[src/rtl/muldiv_pkg.sv]
// Shared constants for the iterative RV32M multiply/divide unit:
// funct3 codes, FSM state encoding and operand-signedness helpers.
package muldiv_pkg;

  localparam int unsigned DEF_WIDTH = 32;

  localparam logic [2:0] F3_MUL    = 3'b000;
  localparam logic [2:0] F3_MULH   = 3'b001;
  localparam logic [2:0] F3_MULHSU = 3'b010;
  localparam logic [2:0] F3_MULHU  = 3'b011;
  localparam logic [2:0] F3_DIV    = 3'b100;
  localparam logic [2:0] F3_DIVU   = 3'b101;
  localparam logic [2:0] F3_REM    = 3'b110;
  localparam logic [2:0] F3_REMU   = 3'b111;

  typedef enum logic [1:0] {
    S_IDLE = 2'd0,
    S_CALC = 2'd1,
    S_FIX  = 2'd2,
    S_DONE = 2'd3
  } state_e;

  // Iteration counter must hold values 0..width-1 with a spare bit.
  function automatic int unsigned cnt_width(input int unsigned width);
    return 32'($clog2(width) + 1);
  endfunction

  function automatic logic signed_a(input logic [2:0] f3);
    return (f3 == F3_MULH) || (f3 == F3_MULHSU) || (f3 == F3_DIV) || (f3 == F3_REM);
  endfunction

  function automatic logic signed_b(input logic [2:0] f3);
    return (f3 == F3_MULH) || (f3 == F3_DIV) || (f3 == F3_REM);
  endfunction

endpackage

[src/rtl/muldiv_if.sv]
// Issue / write-back bundle between the core and the multiply/divide unit.
interface muldiv_if #(
  parameter int unsigned Width = 32
);
  logic             start;
  logic             flush;
  logic [2:0]       funct3;
  logic [Width-1:0] op_a;
  logic [Width-1:0] op_b;
  logic [4:0]       rd_in;
  logic             busy;
  logic             done;
  logic             wb_en;
  logic [4:0]       wb_addr;
  logic [Width-1:0] wb_data;

  modport master (
    output start, flush, funct3, op_a, op_b, rd_in,
    input  busy, done, wb_en, wb_addr, wb_data
  );

  modport slave (
    input  start, flush, funct3, op_a, op_b, rd_in,
    output busy, done, wb_en, wb_addr, wb_data
  );
endinterface

[src/rtl/muldiv_absneg.sv]
// Conditional two's-complement negate; used both for operand magnitudes
// and for restoring the result sign after the unsigned iteration.
module muldiv_absneg #(
  parameter int unsigned Width = 32
) (
  input  logic             neg,
  input  logic [Width-1:0] din,
  output logic [Width-1:0] dout_c
);
  assign dout_c = neg ? (~din + Width'(1)) : din;
endmodule

[src/rtl/muldiv_unit.sv]
// Iterative RV32M multiply/divide execute unit: Width-cycle shift-add / restoring
// shift-subtract on magnitudes, one sign-fix cycle, then a one-cycle write-back.
module muldiv_unit
  import muldiv_pkg::*;
#(
  parameter int unsigned Width = DEF_WIDTH
) (
  input logic      clk,
  input logic      rst_n,
  muldiv_if.slave  bus
);

  localparam int unsigned CntW = cnt_width(Width);

  state_e               state_q, state_d;
  logic [CntW-1:0]      cnt_q;
  logic [2:0]           f3_q;
  logic [4:0]           rd_q;
  logic                 a_neg_q, b_neg_q, dz_q;
  logic [Width-1:0]     opnd_q;
  logic [2*Width-1:0]   acc_q;

  logic                 accept_c;
  logic                 a_neg_c, b_neg_c, sign_diff_c;
  logic [Width-1:0]     a_mag_c, b_mag_c;
  logic [Width:0]       mul_sum_c, div_shift_c, div_diff_c;
  logic [2*Width-1:0]   acc_step_c, prod_c;
  logic [Width-1:0]     quo_c, rem_c, result_c;
  logic                 busy_d, done_d, wb_en_d, wb_load_c;

  assign a_neg_c     = signed_a(bus.funct3) & bus.op_a[Width-1];
  assign b_neg_c     = signed_b(bus.funct3) & bus.op_b[Width-1];
  assign sign_diff_c = a_neg_q ^ b_neg_q;
  assign accept_c    = ((state_q == S_IDLE) || (state_q == S_DONE)) && bus.start && !bus.flush;

  muldiv_absneg #(.Width(Width)) u_abs_a (.neg(a_neg_c), .din(bus.op_a), .dout_c(a_mag_c));
  muldiv_absneg #(.Width(Width)) u_abs_b (.neg(b_neg_c), .din(bus.op_b), .dout_c(b_mag_c));

  muldiv_absneg #(.Width(2*Width)) u_fix_prod (
    .neg(sign_diff_c), .din(acc_q), .dout_c(prod_c)
  );
  muldiv_absneg #(.Width(Width)) u_fix_quo (
    .neg(sign_diff_c), .din(acc_q[Width-1:0]), .dout_c(quo_c)
  );
  muldiv_absneg #(.Width(Width)) u_fix_rem (
    .neg(a_neg_q), .din(acc_q[2*Width-1:Width]), .dout_c(rem_c)
  );

  // State register
  always_ff @(posedge clk or negedge rst_n) begin
    if (!rst_n) state_q <= S_IDLE;
    else        state_q <= state_d;
  end

  // Next-state logic; flush overrides start in IDLE/DONE and aborts CALC/FIX
  always_comb begin
    state_d = state_q;
    unique case (state_q)
      S_IDLE: if (accept_c) state_d = S_CALC;
      S_CALC: begin
        if (bus.flush)                          state_d = S_IDLE;
        else if (cnt_q == CntW'(Width - 1))     state_d = S_FIX;
      end
      S_FIX:  state_d = bus.flush ? S_IDLE : S_DONE;
      S_DONE: state_d = accept_c ? S_CALC : S_IDLE;
      default: state_d = S_IDLE;
    endcase
  end

  // Output decode, taken from the next state so registered outputs track the state
  always_comb begin
    busy_d    = 1'b0;
    done_d    = 1'b0;
    wb_en_d   = 1'b0;
    wb_load_c = 1'b0;
    busy_d    = (state_d == S_CALC) || (state_d == S_FIX);
    done_d    = (state_d == S_DONE);
    wb_en_d   = done_d && (rd_q != 5'd0);
    wb_load_c = done_d;
  end

  // One iteration: multiply keeps {hi, multiplier}, divide keeps {remainder, dividend}
  always_comb begin
    mul_sum_c   = {1'b0, acc_q[2*Width-1:Width]} + (acc_q[0] ? {1'b0, opnd_q} : {(Width+1){1'b0}});
    div_shift_c = {acc_q[2*Width-1:Width], acc_q[Width-1]};
    div_diff_c  = div_shift_c - {1'b0, opnd_q};
    if (f3_q[2]) begin
      if (!div_diff_c[Width]) acc_step_c = {div_diff_c[Width-1:0], acc_q[Width-2:0], 1'b1};
      else                    acc_step_c = {div_shift_c[Width-1:0], acc_q[Width-2:0], 1'b0};
    end else begin
      acc_step_c = {mul_sum_c, acc_q[Width-1:1]};
    end
  end

  // Result select in FIX; divide-by-zero forces an all-ones quotient for either sign
  always_comb begin
    result_c = '0;
    case (f3_q)
      F3_MUL:                       result_c = prod_c[Width-1:0];
      F3_MULH, F3_MULHSU, F3_MULHU: result_c = prod_c[2*Width-1:Width];
      F3_DIV, F3_DIVU:              result_c = dz_q ? {Width{1'b1}} : quo_c;
      F3_REM, F3_REMU:              result_c = rem_c;
      default:                      result_c = '0;
    endcase
  end

  // Operand capture and iteration datapath
  always_ff @(posedge clk or negedge rst_n) begin
    if (!rst_n) begin
      cnt_q   <= '0;
      f3_q    <= '0;
      rd_q    <= '0;
      a_neg_q <= 1'b0;
      b_neg_q <= 1'b0;
      dz_q    <= 1'b0;
      opnd_q  <= '0;
      acc_q   <= '0;
    end else if (accept_c) begin
      cnt_q   <= '0;
      f3_q    <= bus.funct3;
      rd_q    <= bus.rd_in;
      a_neg_q <= a_neg_c;
      b_neg_q <= b_neg_c;
      dz_q    <= (bus.op_b == '0);
      opnd_q  <= bus.funct3[2] ? b_mag_c : a_mag_c;
      acc_q   <= bus.funct3[2] ? {{Width{1'b0}}, a_mag_c} : {{Width{1'b0}}, b_mag_c};
    end else if (state_q == S_CALC) begin
      cnt_q   <= cnt_q + CntW'(1);
      acc_q   <= acc_step_c;
    end
  end

  // Registered outputs; write-back data holds until the next completion
  always_ff @(posedge clk or negedge rst_n) begin
    if (!rst_n) begin
      bus.busy    <= 1'b0;
      bus.done    <= 1'b0;
      bus.wb_en   <= 1'b0;
      bus.wb_addr <= '0;
      bus.wb_data <= '0;
    end else begin
      bus.busy  <= busy_d;
      bus.done  <= done_d;
      bus.wb_en <= wb_en_d;
      if (wb_load_c) begin
        bus.wb_addr <= rd_q;
        bus.wb_data <= result_c;
      end
    end
  end

endmodule

[src/flat_wrapper.sv]
// flat-port wrapper written by rule: the top's interface ports become plain ports
module muldiv_unit_flat import muldiv_pkg::*;
#(
  parameter int unsigned Width = DEF_WIDTH
)
  (clk, rst_n, bus_start, bus_flush, bus_funct3, bus_op_a, bus_op_b, bus_rd_in, bus_busy, bus_done, bus_wb_en, bus_wb_addr, bus_wb_data);
  muldiv_if #(.Width(Width)) bus_i ();
  input logic clk;
  input logic rst_n;
  input wire logic [$bits(bus_i.start)-1:0] bus_start;
  input wire logic [$bits(bus_i.flush)-1:0] bus_flush;
  input wire logic [$bits(bus_i.funct3)-1:0] bus_funct3;
  input wire logic [$bits(bus_i.op_a)-1:0] bus_op_a;
  input wire logic [$bits(bus_i.op_b)-1:0] bus_op_b;
  input wire logic [$bits(bus_i.rd_in)-1:0] bus_rd_in;
  output wire logic [$bits(bus_i.busy)-1:0] bus_busy;
  output wire logic [$bits(bus_i.done)-1:0] bus_done;
  output wire logic [$bits(bus_i.wb_en)-1:0] bus_wb_en;
  output wire logic [$bits(bus_i.wb_addr)-1:0] bus_wb_addr;
  output wire logic [$bits(bus_i.wb_data)-1:0] bus_wb_data;
  assign bus_i.start = bus_start;
  assign bus_i.flush = bus_flush;
  assign bus_i.funct3 = bus_funct3;
  assign bus_i.op_a = bus_op_a;
  assign bus_i.op_b = bus_op_b;
  assign bus_i.rd_in = bus_rd_in;
  assign bus_busy = bus_i.busy;
  assign bus_done = bus_i.done;
  assign bus_wb_en = bus_i.wb_en;
  assign bus_wb_addr = bus_i.wb_addr;
  assign bus_wb_data = bus_i.wb_data;
  muldiv_unit #(.Width(Width)) u_core (.clk(clk), .rst_n(rst_n), .bus(bus_i));
endmodule
[config.mk]
export PLATFORM = sky130hd
export DESIGN_NAME = muldiv_unit_flat
export DESIGN_NICKNAME = d
export VERILOG_FILES = /design/src/rtl/muldiv_pkg.sv /design/src/rtl/muldiv_if.sv /design/src/rtl/muldiv_absneg.sv /design/src/rtl/muldiv_unit.sv /design/src/flat_wrapper.sv
export SDC_FILE = /design/constraint.sdc
export NUM_CORES = 1
export LEC_CHECK = 0
export CAP_MARGIN = 25
export CORE_UTILIZATION = 47
export CTS_CLUSTER_DIAMETER = 50
export DETAILED_ROUTE_END_ITERATION = 12
export PLACE_DENSITY_LB_ADDON = 0.08
export SETUP_SLACK_MARGIN = 0.05
export SLEW_MARGIN = 10
export SYNTH_ARGS = -nofsm -noshare
export SYNTH_HDL_FRONTEND = slang
export SYNTH_SLANG_ARGS = --single-unit
[constraint.sdc]
create_clock -name clk -period 3.8 [get_ports clk]
set_input_delay 0.57 -clock clk [delete_from_list [all_inputs] [get_ports clk]]
set_output_delay 0.57 -clock clk [all_outputs]
set_load 0.03 [all_outputs]
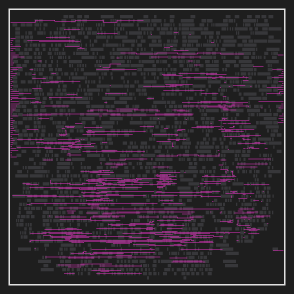
*M3 wires*
(1.5 px per micron)
- share of all routed wire: 8.9%
- nets with wire on the layer: 343
- longest straight run: 106 microns

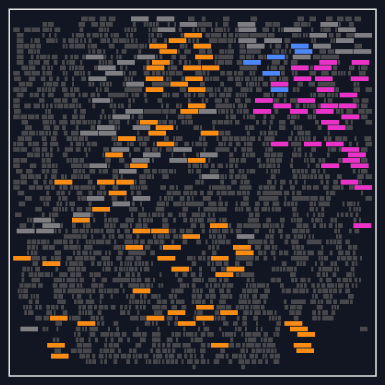
*Register map, names as in the netlist*
(2 px per micron) Other sequential cells in the stronger grey, the rest of the logic in the fainter grey.
- u_core.bus.wb_data: magenta (sequential cells 32)
- u_core.cnt_q: blue (sequential cells 6; where north-east)
- u_core.acc_q: orange (sequential cells 64)
- not coloured: 53

==> impl_metrics.ini <==
; synthesis and place-and-route metrics
[run_status]
status = completed

[job]
max_cap_viol_count = 0
number_of_warnings_in_the_stage_logs = 29

[grt]
grt_max_degree = 91
via_count_of_the_first_global_routing_pass = 14500

[worst_setup_path]
timing.critical_path.fanout_max = 15
critPathCapture = u_core.acc_q[53]
timing_worst_setup_path_type = reg2reg
cp_cell_sequence = ha_1 -> a21o_1 -> a31oi_1 -> a21bo_2 -> a211oi_2 -> nor3_2 -> nor2_2 -> buf_12 -> o32ai_1 -> nor3_1
setup.reg_to_reg.worst_slack_ns = 0.12
cp-start-kind = flop

[finish]
n_all_inverters = 69
nFlopsAndLatches = 155
top_area_cell_class = logic gates
area_growth_syn_to_layout_pct = 15.9
drive_gt1_share_pct = 8.51
combAreaFraction_pct = 60.0
clock_buffers = 17
finalCoreUtilization_pct = 55.9
insertedDiodeCount = 0

[logic_synthesis]
postSynthSeqShare_pct = 25.3
async_set_reset_flop_share_out_of_synthesis_pct = 100
synth_cell_type_count = 90
synthSimpleGateAreaFrac_pct = 20.3
synth.cellmix.xorXnorShare_pct = 10.6
synthesis.instances = 1999
synth.yosys.num_cells = 1999
netlist_top_cells_area = dfrtp_1 25%, ha_1 6.0%, a21oi_1 5.8%

[placement]
place.port_buffers = 115
placedInstanceArea_sq_um = 17200

[pwr]
p_seq_w = 0.00327
pwr_density_cell_nw_per_um2 = 950
p_comb_share_pct = 70.2
combinationalPower_w = 0.0118

[floorplanning]
die_width_microns = 183
ioPinCount = 116
die_h_microns = 183

[detailed_routing]
avgRoutedWirePerCell_microns = 22.7
ant_nets = 0

[sta]
post-route-period-util_pct = 96.8
worst_hold_slack_ns = 0.158
final_hold_viol_count = 0
tightest_slew_ns = 0.895

[clock_network]
total_cts_buffers = 17
cell_chosen_for_the_clock_root = clkbuf_16
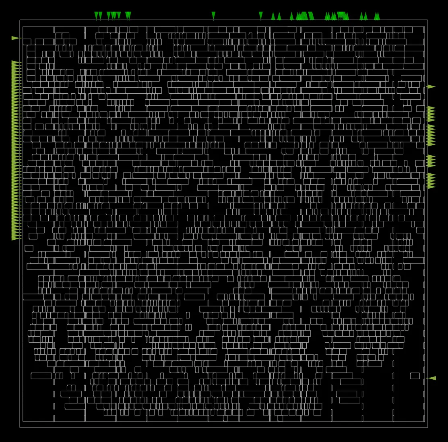
*Placed standard cells*
tapcell count: 435
standard-cell rows: 65
non-filler instance count after layout: 2527
number of filler cells placed in the layout: 3021

## registers in the layout, indices dropped and copies added, names as in the netlist, 2 cells and up
name,count
u_core.acc_q,64
u_core.bus.wb_addr,5
u_core.bus.wb_data,32
u_core.cnt_q,6
u_core.f3_q,3
u_core.opnd_q,32
u_core.rd_q,5
u_core.state_q,2
## Yosys cell counts, types with 49 or more instances
library cell,count
xor2_1,94
nand2_1,218
ha_1,74
o21ai_1,49
nor2_1,178
xnor2_1,91
dfrtp_1,155
mux2i_1,52
o21ai_0,146
o211ai_1,53
a21oi_1,178
inv_1,67
clkbuf_1,111
## routing by layer
metal  global-route usage (%)  share of wire [%]
met1                     50.8                 46
met2                     49.5                 41
met3                     6.33                8.9
met4                     13.8                4.1
met5                        0                  0
